--- src/rtl/carry_select_subtractor_seq.sv ---
// carry_select_subtractor_seq: multi-cycle a - b - bin, one BLOCK-bit borrow-select slice per clock.
// Optional signed overflow flag enabled by defining SUB_OVERFLOW_EN.
module carry_select_subtractor_seq #(
  parameter int WIDTH = 16,
  parameter int BLOCK = 4
) (
  input  logic             clk,
  input  logic             rst_n,
  input  logic             in_valid,
  output logic             in_ready,
  input  logic [WIDTH-1:0] a,
  input  logic [WIDTH-1:0] b,
  input  logic             bin,
  output logic             out_valid,
  input  logic             out_ready,
  output logic [WIDTH-1:0] diff,
`ifdef SUB_OVERFLOW_EN
  output logic             ovf,
`endif
  output logic             bout
);
  localparam int NB = WIDTH / BLOCK;
  localparam int CW = NB > 1 ? $clog2(NB) : 1;
  localparam logic [CW-1:0] LAST = CW'(NB - 1);
  typedef enum logic [1:0] {IDLE, RUN, DONE} state_t;
  state_t state;
  logic [WIDTH-1:0] a_r, b_r;
  logic [CW-1:0] cnt;
  logic brw;
  logic [BLOCK-1:0] a_k, b_k;
  logic [BLOCK:0] r0, r1, sel;
  assign in_ready = (state == IDLE);
  assign a_k = a_r[cnt*BLOCK +: BLOCK];
  assign b_k = b_r[cnt*BLOCK +: BLOCK];
  // both slice outcomes are formed up front; the bit above the slice is its borrow
  assign r0 = {1'b0, a_k} - {1'b0, b_k};
  assign r1 = {1'b0, a_k} - {1'b0, b_k} - 1'b1;
  assign sel = brw ? r1 : r0;
  always_ff @(posedge clk or negedge rst_n) begin
    if (!rst_n) begin
      state     <= IDLE;
      a_r       <= '0;
      b_r       <= '0;
      cnt       <= '0;
      brw       <= 1'b0;
      diff      <= '0;
      bout      <= 1'b0;
      out_valid <= 1'b0;
`ifdef SUB_OVERFLOW_EN
      ovf       <= 1'b0;
`endif
    end else begin
      case (state)
        IDLE: if (in_valid) begin
          state <= RUN;
          a_r   <= a;
          b_r   <= b;
          brw   <= bin;
          cnt   <= '0;
          diff  <= '0;
        end
        RUN: begin
          diff[cnt*BLOCK +: BLOCK] <= sel[BLOCK-1:0];
          brw <= sel[BLOCK];
          cnt <= cnt + 1'b1;
          if (cnt == LAST) begin
            state     <= DONE;
            bout      <= sel[BLOCK];
            out_valid <= 1'b1;
`ifdef SUB_OVERFLOW_EN
            ovf <= (a_r[WIDTH-1] != b_r[WIDTH-1]) && (sel[BLOCK-1] != a_r[WIDTH-1]);
`endif
          end
        end
        DONE: if (out_ready) begin
          state     <= IDLE;
          out_valid <= 1'b0;
        end
        default: state <= IDLE;
      endcase
    end
  end
endmodule
--- config.mk ---
export PLATFORM = sky130hd
export DESIGN_NAME = carry_select_subtractor_seq
export DESIGN_NICKNAME = d
export VERILOG_FILES = /design/src/rtl/carry_select_subtractor_seq.sv
export SDC_FILE = /design/constraint.sdc
export NUM_CORES = 1
export LEC_CHECK = 0
export CAP_MARGIN = 20
export CORE_MARGIN = 4
export CORE_UTILIZATION = 40
export CTS_BUF_LIST = sky130_fd_sc_hd__clkbuf_8
export DETAILED_ROUTE_END_ITERATION = 16
export PLACE_DENSITY = 0.7
export SKIP_LAST_GASP = 1
export SYNTH_ARGS = -nofsm -noshare
export SYNTH_HDL_FRONTEND = slang
export SYNTH_SLANG_ARGS = --single-unit
export TNS_END_PERCENT = 5
--- constraint.sdc ---
create_clock -name clk -period 3.3 [get_ports clk]
set_input_delay 0.825 -clock clk [delete_from_list [all_inputs] [get_ports clk]]
set_output_delay 0.825 -clock clk [all_outputs]
set_load 0.01 [all_outputs]
M3 wires:
Drawn at 4 px/um.
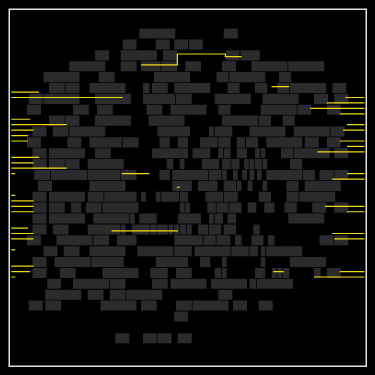
The layer holds 6.1% of the routed length. The longest straight run is 27.6 um.

Routed clock nets over the placement:
Drawn at 6 px/um.
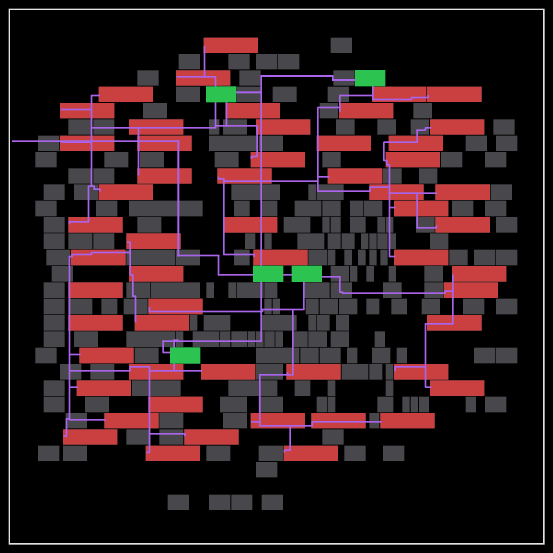
Key: green = clock drivers [count 5]; red = flip-flops [count 55]; purple = clock wires [length 664 um]
There are 6 routed clock nets.

Port wiring:
Drawn at 6 px/um.
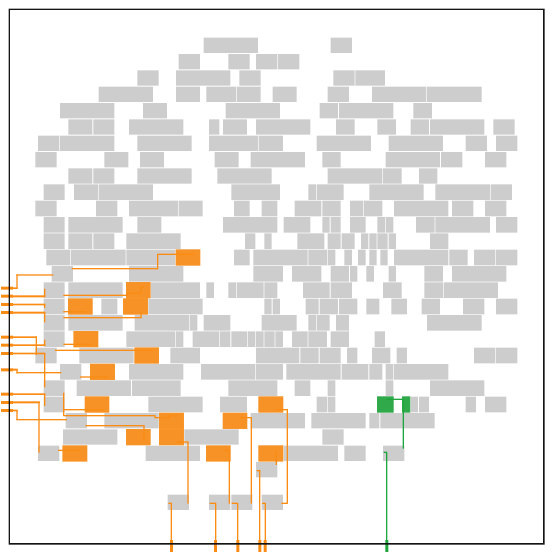
Key: green = out_ready [bits 1, direction input, edge bottom, end cells 2, buffers 1, wire 26.2 um]; orange = a [bits 16, direction input, edge 11 left, 5 bottom, end cells 16, buffers 16, wire 315 um]

Clock routing:
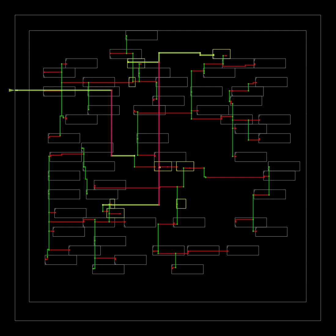
Layout Skew: 0.01017 ns
CTS buffer count: 5
CLK BUF: 5
Seq cells: 55

Placed cells, one color a class:
Drawn at 3 px/um.
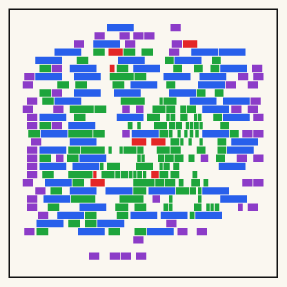
Key: red = clock drivers and dummy loads [cells 8, share of their area 2.6%]; purple = remaining buffers and delay cells [cells 61, share of their area 18%]; green = combinational and other logic [cells 134, share of their area 37%]; blue = sequential cells [cells 55, share of their area 42%]

==> results_dict.tcl <==
# flow metrics
set metrics [dict create \
    status "finished clean" \
    grt-ovfl-total 0 \
    intPower_uw 2267 \
    crit_fanout 8 \
    p_clk_share_pct 9.4 \
    finalClockPeriodUsage_pct 89.36 \
    io_pins 56 \
    fin_nets 305 \
    syn_nets 245 \
    chipArea_mm2 0.007895 \
    pg_comb_uw 2320 \
    p_leak_uw 0.001464 \
    combPwrFrac_pct 59.8 \
    powerDensity_mw_per_mm2 1155 \
    wl_per_cell_um 15.26 \
    cts.sinks 55 \
    postCtsSetupRepairBufs 0 \
    cts_tree "done" \
    port_buffers 55 \
    areaGrowthSynthToFinish_pct 28.18 \
    utilization_pct 52.79 \
    diodes 0 \
    p_seq_uw 1190 \
    grt_util_met2_pct 22.94 \
    crit_family "adder cells" \
    worst_pin_slew_ns 0.6933 \
    crit_path_frequent_cell "ha_1" \
    maxSlewViolCount 0 \
    slowest_stage "fa_1" \
    fmax_mhz 339.1 \
    setup_viol 0 \
    drt_first_pass_iters 4 \
    ir_drop_uv 657.9 \
    largest_area_cell "dfrtp_1" \
    finalHoldViolCount 0 \
    syn-cell-area_mm2 0.002615 \
    hold_class "input port to async pin" \
    critPathMaxStageDelay_ns 0.53 \
    async_flop_share_pct 100.0 \
    insertion_delay_ns 0.31 \
]
==> layout make-up <==
class	instances	share of cell area, %
Sequential cell	55	41.06
Clock buffer	5	2.053
Tap cell	77	2.874
Timing Repair Buffer	61	17.62
Multi-Input combinational cell	123	34.68
Inverter	11	1.232
Clock inverter	3	0.4853
==> registers in the layout, summed over array words and instances, names as in the netlist <==
| name | cells |
|---|---|
| bout | 1 |
| cnt | 2 |
| brw | 1 |
| out_valid | 1 |
| state | 2 |
| a_r | 16 |
| diff | 16 |
| b_r | 16 |
==> per-stage QoR <==
step | instances | setup slack, ns
global route | 335 | 0.1560
finish | 335 | 0.3512
floorplan | 197 | 0.2223
detailed placement | 327 | 0.3556
CTS | 335 | 0.3206
global placement | 327 | 0.4530
==> worst paths after layout <==
path,startpoint,cells past startpoint,to,slack [ns]
setup / recovery,cnt[0]$_DFFE_PN0P_,11,brw$_DFFE_PN0P_,0.35
hold / removal,rst_n,1,out_valid$_DFFE_PN0P_,0.43
setup reg to reg,cnt[0]$_DFFE_PN0P_,11,brw$_DFFE_PN0P_,0.35
hold reg to reg,bout$_DFFE_PN0P_,2,bout$_DFFE_PN0P_,0.50
max in group asynchronous,rst_n,2,b_r[13]$_DFFE_PN0P_,2.22
min in group clk,bout$_DFFE_PN0P_,2,bout$_DFFE_PN0P_,0.50
==> logic make-up after synthesis <==
logic type	Yosys count	synth area share (%)
xor gates and xnor gates	6	2.297
and+or+nand+nor	33	6.173
DFF	55	52.63
adders and majority gates	11	5.550
AOI/OAI and AO/OA	31	8.995
buffers and inverters	19	2.919
muxes	42	21.44
==> per-layer routing <==
layer	wire length, um	vias up
li1	-	830
met1	2364	843
met2	2373	47
met3	313	5
met4	60	0
met5	0	-
